Fig. 1: run 1, wires at chosen ports, followed through buffers
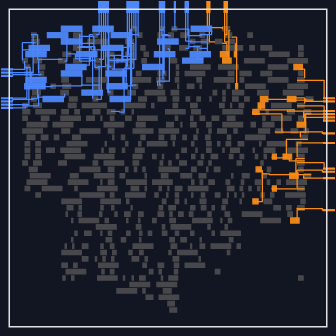
Fig. 2: run 1, clock routing
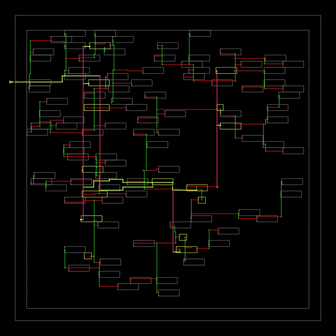
Fig. 3: run 1, signal wires by layer
Bar = 50 um.
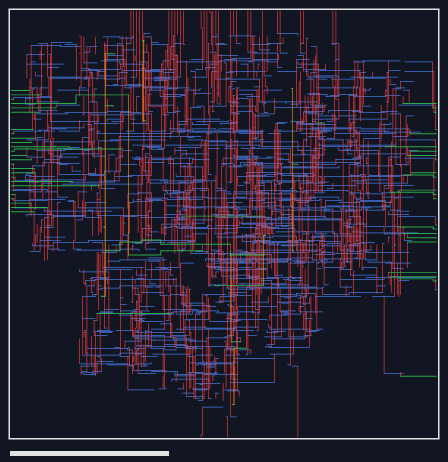
--- src/rtl/psram_uart_pkg.sv ---
// Shared constants and state encoding for the UART-to-PSRAM command bridge.
package psram_uart_pkg;
  localparam logic [7:0] OP_WRITE = 8'h57;
  localparam logic [7:0] OP_READ  = 8'h52;
  localparam logic [7:0] RSP_ACK  = 8'h4B;
  localparam logic [7:0] RSP_BAD  = 8'h3F;
  localparam logic [7:0] RSP_ERR  = 8'h45;

  typedef enum logic [2:0] {
    ST_IDLE, ST_ADDR, ST_DATA, ST_MREQ, ST_MBUSY, ST_SEND
  } state_t;
endpackage

--- src/rtl/psram_uart_bridge.sv ---
// Decodes 'R'/'W' byte frames from the UART into PSRAM user-port accesses
// and returns read data, an acknowledge or an error byte to the transmitter.
module psram_uart_bridge
  import psram_uart_pkg::*;
#(
  parameter logic [15:0] BYTE_TIMEOUT = 16'd8400,
  parameter logic [7:0]  MEM_TIMEOUT  = 8'd64
) (
  input  logic        mem_clk,
  input  logic        rst_n,
  input  logic [7:0]  rx_data,
  input  logic        rx_valid,
  output logic [7:0]  tx_data,
  output logic        tx_valid,
  input  logic        tx_ready,
  input  logic        psram_ready,
  input  logic        endcommand,
  input  logic [15:0] mem_rdata,
  output logic        read_sw,
  output logic        write_sw,
  output logic [23:0] address,
  output logic [15:0] data_in,
  output logic        busy,
  output logic        err
);

  state_t      state;
  logic        is_read;
  logic        two_bytes;
  logic [1:0]  byte_cnt;
  logic [15:0] byte_tmr;
  logic [7:0]  mem_tmr;
  logic [7:0]  resp_lo;

  always_ff @(posedge mem_clk or negedge rst_n) begin
    if (!rst_n) begin
      state     <= ST_IDLE;
      is_read   <= 1'b0;
      two_bytes <= 1'b0;
      byte_cnt  <= '0;
      byte_tmr  <= '0;
      mem_tmr   <= '0;
      resp_lo   <= '0;
      tx_data   <= '0;
      tx_valid  <= 1'b0;
      read_sw   <= 1'b0;
      write_sw  <= 1'b0;
      address   <= '0;
      data_in   <= '0;
      busy      <= 1'b0;
      err       <= 1'b0;
    end else begin
      case (state)
        ST_IDLE: begin
          if (rx_valid && psram_ready) begin
            byte_cnt <= '0;
            byte_tmr <= '0;
            busy     <= 1'b1;
            if (rx_data == OP_WRITE || rx_data == OP_READ) begin
              is_read <= (rx_data == OP_READ);
              state   <= ST_ADDR;
            end else begin
              tx_data   <= RSP_BAD;
              tx_valid  <= 1'b1;
              two_bytes <= 1'b0;
              state     <= ST_SEND;
            end
          end
        end
        ST_ADDR, ST_DATA: begin
          if (rx_valid) begin
            byte_tmr <= '0;
            byte_cnt <= byte_cnt + 2'd1;
            mem_tmr  <= '0;
            if (state == ST_ADDR) begin
              address <= {address[15:0], rx_data};
              if (byte_cnt == 2'd2) begin
                byte_cnt <= '0;
                if (is_read) begin
                  read_sw <= 1'b1;
                  state   <= ST_MREQ;
                end else begin
                  state <= ST_DATA;
                end
              end
            end else begin
              data_in <= {data_in[7:0], rx_data};
              if (byte_cnt == 2'd1) begin
                write_sw <= 1'b1;
                state    <= ST_MREQ;
              end
            end
          end else if (byte_tmr == BYTE_TIMEOUT - 16'd1) begin
            // Stalled frame: discard silently and flag it.
            state <= ST_IDLE;
            busy  <= 1'b0;
            err   <= 1'b1;
          end else begin
            byte_tmr <= byte_tmr + 16'd1;
          end
        end
        ST_MREQ, ST_MBUSY: begin
          if ((state == ST_MREQ && !endcommand) || (state == ST_MBUSY && endcommand)) begin
            mem_tmr <= '0;
            if (state == ST_MREQ) begin
              state <= ST_MBUSY;
            end else begin
              read_sw   <= 1'b0;
              write_sw  <= 1'b0;
              tx_valid  <= 1'b1;
              two_bytes <= is_read;
              tx_data   <= is_read ? mem_rdata[15:8] : RSP_ACK;
              resp_lo   <= mem_rdata[7:0];
              state     <= ST_SEND;
            end
          end else if (mem_tmr == MEM_TIMEOUT - 8'd1) begin
            read_sw   <= 1'b0;
            write_sw  <= 1'b0;
            tx_data   <= RSP_ERR;
            tx_valid  <= 1'b1;
            two_bytes <= 1'b0;
            err       <= 1'b1;
            state     <= ST_SEND;
          end else begin
            mem_tmr <= mem_tmr + 8'd1;
          end
        end
        ST_SEND: begin
          if (tx_ready) begin
            if (two_bytes) begin
              tx_data   <= resp_lo;
              two_bytes <= 1'b0;
            end else begin
              tx_valid <= 1'b0;
              busy     <= 1'b0;
              state    <= ST_IDLE;
            end
          end
        end
        default: begin
          state <= ST_IDLE;
          busy  <= 1'b0;
        end
      endcase
      // Bytes arriving while an access or response is in flight are lost.
      if (rx_valid && (state == ST_MREQ || state == ST_MBUSY || state == ST_SEND))
        err <= 1'b1;
    end
  end

endmodule
--- config.mk ---
export PLATFORM = sky130hd
export DESIGN_NAME = psram_uart_bridge
export DESIGN_NICKNAME = d
export VERILOG_FILES = /design/src/rtl/psram_uart_pkg.sv /design/src/rtl/psram_uart_bridge.sv
export SDC_FILE = /design/constraint.sdc
export NUM_CORES = 1
export LEC_CHECK = 0
export ABC_AREA = 0
export CAP_MARGIN = 15
export CELL_PAD_IN_SITES_DETAIL_PLACEMENT = 2
export CELL_PAD_IN_SITES_GLOBAL_PLACEMENT = 2
export CORE_MARGIN = 5
export CORE_UTILIZATION = 30
export CTS_CLUSTER_SIZE = 40
export DETAILED_ROUTE_END_ITERATION = 10
export PLACE_DENSITY = 0.78
export SETUP_SLACK_MARGIN = 0.1
export SKIP_CTS_REPAIR_TIMING = 1
export SLEW_MARGIN = 15
export SYNTH_ARGS = -nofsm -noshare
export SYNTH_HDL_FRONTEND = slang
export SYNTH_SLANG_ARGS = --single-unit
--- constraint.sdc ---
create_clock -name mem_clk -period 2.99 [get_ports mem_clk]
set_clock_uncertainty 0.15 [all_clocks]
set_input_delay 0.299 -clock mem_clk [delete_from_list [all_inputs] [get_ports mem_clk]]
set_output_delay 0.299 -clock mem_clk [all_outputs]
set_load 0.1 [all_outputs]
==> flow_summary.toml, run 1 <==
# synthesis and place-and-route metrics
[critical_path]
rr_endpoint = "tx_data[1]"
reg2reg_depth = 5
critPathMaxStageDelay_ns = 0.72
r2r-start = "state[1]"
startpoint = "state[1]"
cp_cell_sequence = "and3b_2 -> nand4_2 -> a211oi_2 -> o21a_2 -> mux2_4"
worstPathArrival_ns = 2.68
cp-endpoint = "tx_data[1]"
worst-path-max-fanout = 19
critPathLaunchType = "flip-flop"
path_depth = 5
r2r_slack_ns = 0.40
cp.required_ns = 3.08
critical_path.top_delay_family = "AND-OR/OR-AND gates"
critPathSlowestCell = "dfrtp_1"
critPathCaptureType = "flip-flop"
crit_buf_inv = 0
path_class = "flip-flop to flip-flop"

[logic_synthesis]
edf_count = 0
top_area_frac = 0.496
avgSynthCellArea_sq_um = 11.3
synth_cell_type_count = 66
synthMuxAreaShare = 0.158
ys_sh_simple = 0.167
postSynthSeqShare = 0.496
synth-main-ff-cell = "dfrtp_1"
top_area_cell = "dfrtp_1"
numSynthFlops = 92
synth_cells = 412
aoi_share = 0.116
netlist_logic_family_top = "simple AND/OR/NAND/NOR gates"
ys_sh_xor = 0.0226
ys_cells = 412
yosys_warnings = 0
fp_nets = 444
synth_top_cell_by_count = "dfrtp_1"
synthAdderAreaFrac = 0.00970
ys_top_cells_by_area = "dfrtp_1, mux2_2, a21oi_1, mux2_4, nor2_1"
synthArstFlopShare = 1.00
yosys-stat-area_sq_mm = 0.00465
synth_area_sq_mm = 0.00465

[timing]
whs_ns = -0.0972
fmax_ghz = 0.386
post-route-period-util = 0.867
rsz0062_at_grt = "no"
setup_viol = 0
hold_viol_final = 62
slew_headroom = 0.427
setup_slack_ns = 0.399
max_slew.worst_pin.slew_ns = 0.859
setup_tns_ns = 0
period_needed_ns = 2.59
drv_slew = 0

[finish]
drive_gt1_frac = 0.312
clock_buffers = 9
logic_gates = 295
layout_top_cells = "dfrtp_1, buf_4, mux2_2"
final_common_cell = "dfrtp_1"
fin_cells = 691
inv_count = 5
largest_reg_flops = 24
sh_seq_area = 0.392
diodes = 0
clk_share = 0.0544
largestClassByArea = "registers"
fin_util = 0.386
finalInstanceArea_sq_mm = 0.00587
nFillCells = 1604
nets = 531
comb-cell-share = 0.375
flop_area_sq_mm = 0.00230
regMostFlops = "address"
area_delta_synth_final_pct = 26.3
reg_top3 = "address (24), byte_tmr (16), data_in (16)"
buffer_area_frac = 0.135
logic_area_sq_mm = 0.00220
num-nonclk-buffers = 96

[route]
firstDrtPassIters = 4
wl_met3_um = 614
drc_errors = 0
met2_length_um = 7210
via_per_inst = 5.30
vias = 3661
ant_nets = 0
wl_met1_um = 5840
drt_iter0_drc = 105
highest_layer = "met4"

[cts]
htreeDepth = 3
clk_pin_slew_worst_paths_ns = 0.07
clk_latency_ns = 0.35
cts_tree = "done"
clockRootBuffer = "clkbuf_16"
cts_made_buffers = 9
cts.path.max_buffers = 2

[placed_design]
dpl_cell_area_sq_mm = 0.00555
hpwl_um = 10200
gp_congestion = 0.799
dp_cells = 676
pre_cts_ws_ns = 0.246

[floorplan]
coreArea_sq_mm = 0.0152
num_rows = 45
fp.dieW_um = 134
die_h_um = 134
taps = 188
chipArea_sq_mm = 0.0181
floorplan.core_util = 0.306

[global_routing]
grt_pass1_vias = 4236
grt.overflow.total = 0
grt_util_all_layers = 0.160
busiest_layer = "met2"
grt_max_degree = 65
met2_usage = 0.290
use_met3 = 0.0326
grt_antenna_before_repair = 0
grt_first_pass_wirelength_um = 23000

[min_path]
hold_class = "primary input to async pin"

[job]
tool_warnings = 26
drv_cap = 0

[status]
status = "complete, but fails checks"
violations = "negative hold slack"
## Picture notes: Fig. 1
legend:
  orange:
    port: `mem_rdata`
    bits: 16
    direction: input
    edge: 12 right, 4 top
    end_cells: 17
    buffers: 16
    wire: 476 um
  blue:
    port: `address`
    bits: 24
    direction: output
    edge: 17 top, 7 left
    end_cells: 24
    buffers: 24
    wire: 1070 um
IO Pins: 83
Port Buffers: 82

## Picture notes: Fig. 2
# clock sinks: 92
flip-flops: 92

## Picture notes: Fig. 3
legend:
  blue:
    layer: met1
    wire_length: 5840 um
  green:
    layer: met3
    wire_length: 614 um
  orange:
    layer: met4
    wire_length: 263 um
  red:
    layer: met2
    wire_length: 7210 um
WL/cell: 20.2 um
final WL: 13900 um

Fig. 4: run 1, drive-strength map
Bar = 50 um.
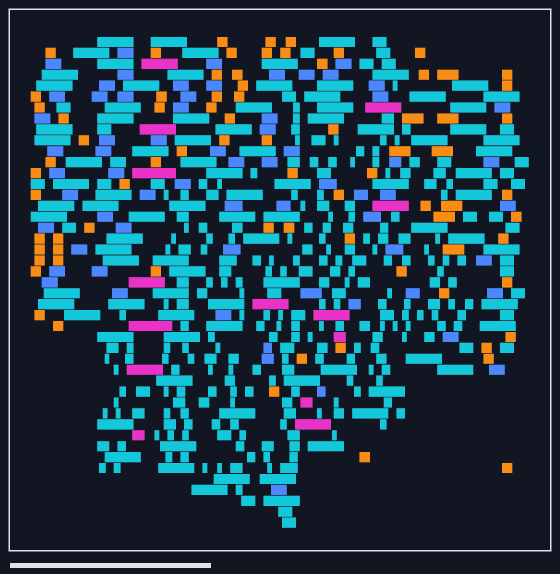

--- run 2 (diff from run 1) ---
==> constraint.sdc (replaced) <==
create_clock -name mem_clk -period 2.7 [get_ports mem_clk]
set_clock_uncertainty 0.15 [all_clocks]
set_input_delay 0.27 -clock mem_clk [delete_from_list [all_inputs] [get_ports mem_clk]]
set_output_delay 0.27 -clock mem_clk [all_outputs]
set_load 0.1 [all_outputs]
Fig. 5: run 2, drive-strength map
Bar = 50 um.
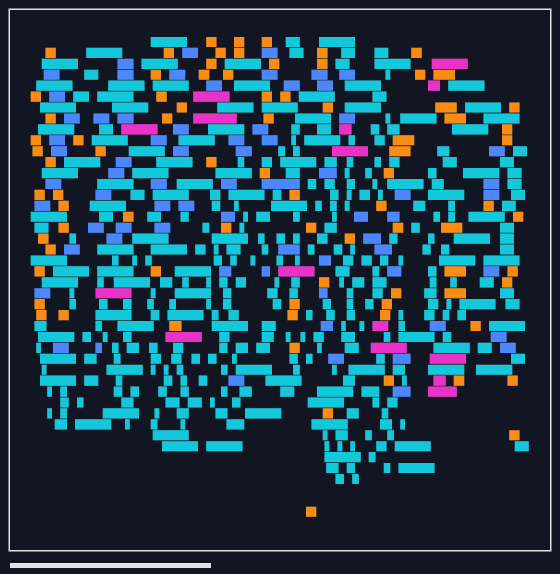
legend:
  orange:
    size: drive 3 to 4
    cells: 81
    share: 16%
  magenta:
    size: drive 6 and up
    cells: 15
    share: 2.9%
  blue:
    size: drive 2
    cells: 69
    share: 14%
  cyan:
    size: drive 1 or less
    cells: 345
    share: 68%
setup ws final: 0.353 ns
Final Cell Area: 0.00592 sq mm
Buffers, non-clock: 102
synthesis-to-layout area growth: 27.5%

Fig. 6: run 2, wires at chosen ports, followed through buffers
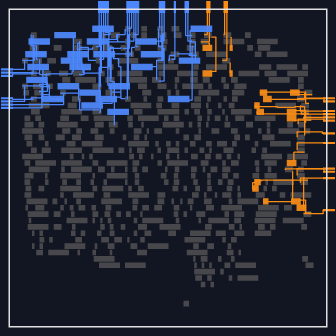
legend:
  blue:
    port: `address`
    bits: 24
    direction: output
    edge: 17 top, 7 left
    end_cells: 24
    buffers: 24
    wire: 1020 um
  orange:
    port: `mem_rdata`
    bits: 16
    direction: input
    edge: 12 right, 4 top
    end_cells: 17
    buffers: 16
    wire: 457 um

==> flow_summary.toml, run 2 <==
# synthesis and place-and-route metrics
[floorplan]
die_h_um = 134
taps = 188
coreArea_sq_mm = 0.0152
num_rows = 45
floorplan.core_util = 0.306
fp.dieW_um = 134
io_pins = 83
chipArea_sq_mm = 0.0181

[logic_synthesis]
edf_count = 0
synthAdderAreaFrac = 0.00970
synth_cells = 412
yosys_warnings = 0
synth_top_cell_by_count = "dfrtp_1"
aoi_share = 0.116
ys_top_cells_by_area = "dfrtp_1, mux2_2, a21oi_1, mux2_4, nor2_1"
top_area_frac = 0.496
numSynthFlops = 92
netlist_logic_family_top = "simple AND/OR/NAND/NOR gates"
ys_sh_xor = 0.0226
postSynthSeqShare = 0.496
synth_cell_type_count = 66
ys_cells = 412
ys_sh_simple = 0.167
synthMuxAreaShare = 0.158
synthArstFlopShare = 1.00
top_area_cell = "dfrtp_1"
yosys-stat-area_sq_mm = 0.00465
synth-main-ff-cell = "dfrtp_1"
fp_nets = 444

[global_routing]
grt_util_all_layers = 0.162
grt_max_degree = 54
grt_pass1_vias = 4230
grt_first_pass_wirelength_um = 23100
met2_usage = 0.290
grt.overflow.total = 0
grt_antenna_before_repair = 0
busiest_layer = "met2"

[placed_design]
portBuffers = 82
dpl_cell_area_sq_mm = 0.00560
gp_congestion = 0.767
hpwl_um = 10200
pre_cts_ws_ns = 0.158

[min_path]
hold_class = "primary input to async pin"

[cts]
cts_made_buffers = 9
clk_pin_slew_worst_paths_ns = 0.07
cts.path.max_buffers = 2
clockRootBuffer = "clkbuf_16"
clk_latency_ns = 0.35
cts_tree = "done"

[critical_path]
critical_path.top_delay_family = "simple AND/OR/NAND/NOR gates"
r2r_slack_ns = 0.35
r2r-start = "state[1]"
critPathLaunchType = "flip-flop"
critPathCaptureType = "flip-flop"
path_class = "flip-flop to flip-flop"
worst-path-max-fanout = 16
critPathSlowestCell = "dfrtp_2"
path_depth = 6
startpoint = "state[1]"
cp-endpoint = "byte_tmr[8]"
critPathMaxStageDelay_ns = 0.51
worstPathArrival_ns = 2.44
reg2reg_depth = 6
crit_buf_inv = 2
rr_endpoint = "byte_tmr[8]"
cp_cell_sequence = "buf_4 -> buf_4 -> a211o_1 -> nand4_1 -> or3_1 -> a21oi_1"

[route]
via_per_inst = 5.30
wl_um = 14100
drc_errors = 0
avgRoutedWirePerCell_um = 20.2
wl_met1_um = 5850
met2_length_um = 7410
drt_iter0_drc = 110
firstDrtPassIters = 4
vias = 3700
ant_nets = 0
highest_layer = "met4"

[timing]
max_slew.worst_pin.slew_ns = 0.555
setup_tns_ns = 0
rsz0062_at_grt = "no"
whs_ns = 0.298
setup_viol = 0
post-route-period-util = 0.869
slew_headroom = 0.630
period_needed_ns = 2.35
hold_viol_final = 0
drv_slew = 0
fmax_ghz = 0.426

[finish]
sh_seq_area = 0.389
largest_reg_flops = 24
reg_top3 = "address (24), byte_tmr (16), data_in (16)"
clock_buffers = 9
layout_top_cells = "dfrtp_1, buf_4, mux2_2"
drive_gt1_frac = 0.324
fin_cells = 698
final_common_cell = "dfrtp_1"
comb-cell-share = 0.373
regMostFlops = "address"
nFillCells = 1610
largestClassByArea = "registers"
logic_gates = 295
clk_share = 0.0518
seq_cells = 92
nets = 537
flop_area_sq_mm = 0.00230
diodes = 0

[job]
tool_warnings = 26
drv_cap = 0

[status]
status = "completed"
Fig. 7: run 2, signal wires by layer
Bar = 50 um.
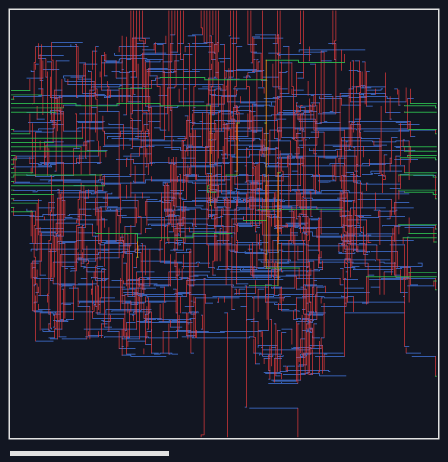

--- run 3 (diff from run 2) ---
--- a/config.mk
+++ b/config.mk
@@ -13,6 +13,7 @@
 export CORE_UTILIZATION = 30
 export CTS_CLUSTER_SIZE = 40
 export DETAILED_ROUTE_END_ITERATION = 10
+export GPL_TIMING_DRIVEN = 0
 export PLACE_DENSITY = 0.78
 export SETUP_SLACK_MARGIN = 0.1
 export SKIP_CTS_REPAIR_TIMING = 1
@@ -20,3 +21,4 @@
 export SYNTH_ARGS = -nofsm -noshare
 export SYNTH_HDL_FRONTEND = slang
 export SYNTH_SLANG_ARGS = --single-unit
+export TNS_END_PERCENT = 10
Fig. 8: run 3, signal wires by layer
Bar = 50 um.
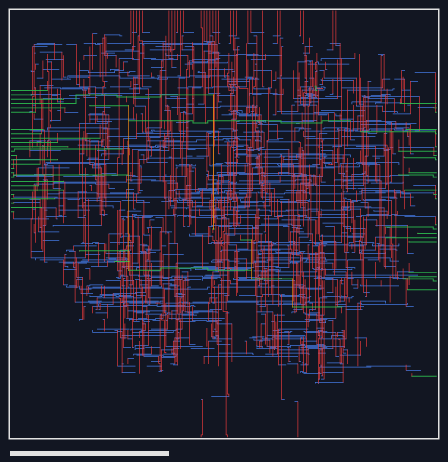
legend:
  red:
    layer: met2
    wire_length: 7170 um
  green:
    layer: met3
    wire_length: 742 um
  blue:
    layer: met1
    wire_length: 5950 um
  orange:
    layer: met4
    wire_length: 115 um
GRT Util Overall: 0.164
final WL: 14000 um

==> flow_summary.toml, run 3 <==
# synthesis and place-and-route metrics
[status]
status = "completed"

[timing]
setup_viol = 0
max_slew.worst_pin.slew_ns = 1.01
fmax_ghz = 0.406
whs_ns = 0.288
drv_slew = 0
post-route-period-util = 0.913
period_needed_ns = 2.47
hold_viol_final = 0
rsz0062_at_grt = "yes"
setup_slack_ns = 0.235
slew_headroom = 0.324

[route]
highest_layer = "met4"
wl_met3_um = 741
via_per_inst = 5.23
avgRoutedWirePerCell_um = 20.1
met2_length_um = 7170
ant_nets = 0
firstDrtPassIters = 6
wl_met1_um = 5950
vias = 3642
drc_errors = 0
drt_iter0_drc = 107

[logic_synthesis]
synth_top_cell_by_count = "dfrtp_1"
synth_cell_type_count = 66
postSynthSeqShare = 0.496
aoi_share = 0.116
edf_count = 0
ys_cells = 412
synthAdderAreaFrac = 0.00970
ys_sh_xor = 0.0226
synthMuxAreaShare = 0.158
synthArstFlopShare = 1.00
top_area_cell = "dfrtp_1"
numSynthFlops = 92
yosys_warnings = 0
synth-main-ff-cell = "dfrtp_1"
yosys-stat-area_sq_mm = 0.00465
synth_cells = 412
top_area_frac = 0.496
ys_sh_simple = 0.167
fp_nets = 444
ys_top_cells_by_area = "dfrtp_1, mux2_2, a21oi_1, mux2_4, nor2_1"
synth_area_sq_mm = 0.00465

[global_routing]
grt_max_degree = 58
use_met3 = 0.0559
grt.overflow.total = 0
grt_first_pass_wirelength_um = 23500
grt_pass1_vias = 4216

[floorplan]
io_pins = 83
floorplan.core_util = 0.306
fp.dieW_um = 134
die_h_um = 134
num_rows = 45
taps = 188
chipArea_sq_mm = 0.0181

[finish]
area_delta_synth_final_pct = 30.1
buffer_area_frac = 0.160
fin_cells = 697
layout_top_cells = "dfrtp_1, clkdlybuf4s50_1, mux2_2"
logic_area_sq_mm = 0.00220
finalInstanceArea_sq_mm = 0.00604
comb-cell-share = 0.364
seq_cells = 92
drive_gt1_frac = 0.202
diodes = 0
fin_util = 0.397
nets = 537
reg_top3 = "address (24), byte_tmr (16), data_in (16)"
clk_share = 0.0528
largestClassByArea = "registers"
final_common_cell = "dfrtp_1"
inv_count = 5
flop_area_sq_mm = 0.00230
sh_seq_area = 0.381
nFillCells = 1585
largest_reg_flops = 24
logic_gates = 295
regMostFlops = "address"

[cts]
clk_pin_slew_worst_paths_ns = 0.07
cts.path.max_buffers = 2
cts_made_buffers = 9
cts_tree = "done"
tritoncts_num_sinks = 92
htreeDepth = 3
clockRootBuffer = "clkbuf_16"

[placed_design]
gp_congestion = 0.774
dp_cells = 682
hpwl_um = 10300
dpl_cell_area_sq_mm = 0.00572
pre_cts_ws_ns = 0.162

[critical_path]
cp.required_ns = 2.78
startpoint = "state[0]"
critPathLaunchType = "flip-flop"
path_class = "flip-flop to flip-flop"
critPathMaxStageDelay_ns = 0.52
critPathCaptureType = "flip-flop"
critPathSlowestCell = "nor2_1"
path_depth = 6
r2r_slack_ns = 0.23
worst-path-max-fanout = 10
worstPathArrival_ns = 2.55
crit_buf_inv = 3
critical_path.top_delay_family = "buffers and inverters"
r2r-start = "state[0]"
reg2reg_depth = 6
rr_endpoint = "address[8]"
cpMostUsedCell = "buf_4"

[min_path]
hold_class = "primary input to async pin"

[job]
drv_cap = 0
tool_warnings = 27
Fig. 9: run 3, wires at chosen ports, followed through buffers
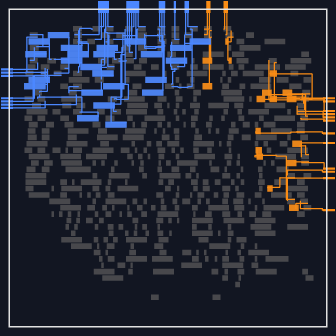
legend:
  orange:
    port: `mem_rdata`
    bits: 16
    direction: input
    edge: 12 right, 4 top
    end_cells: 17
    buffers: 16
    wire: 516 um
  blue:
    port: `address`
    bits: 24
    direction: output
    edge: 17 top, 7 left
    end_cells: 24
    buffers: 24
    wire: 982 um
Port Buffers: 81

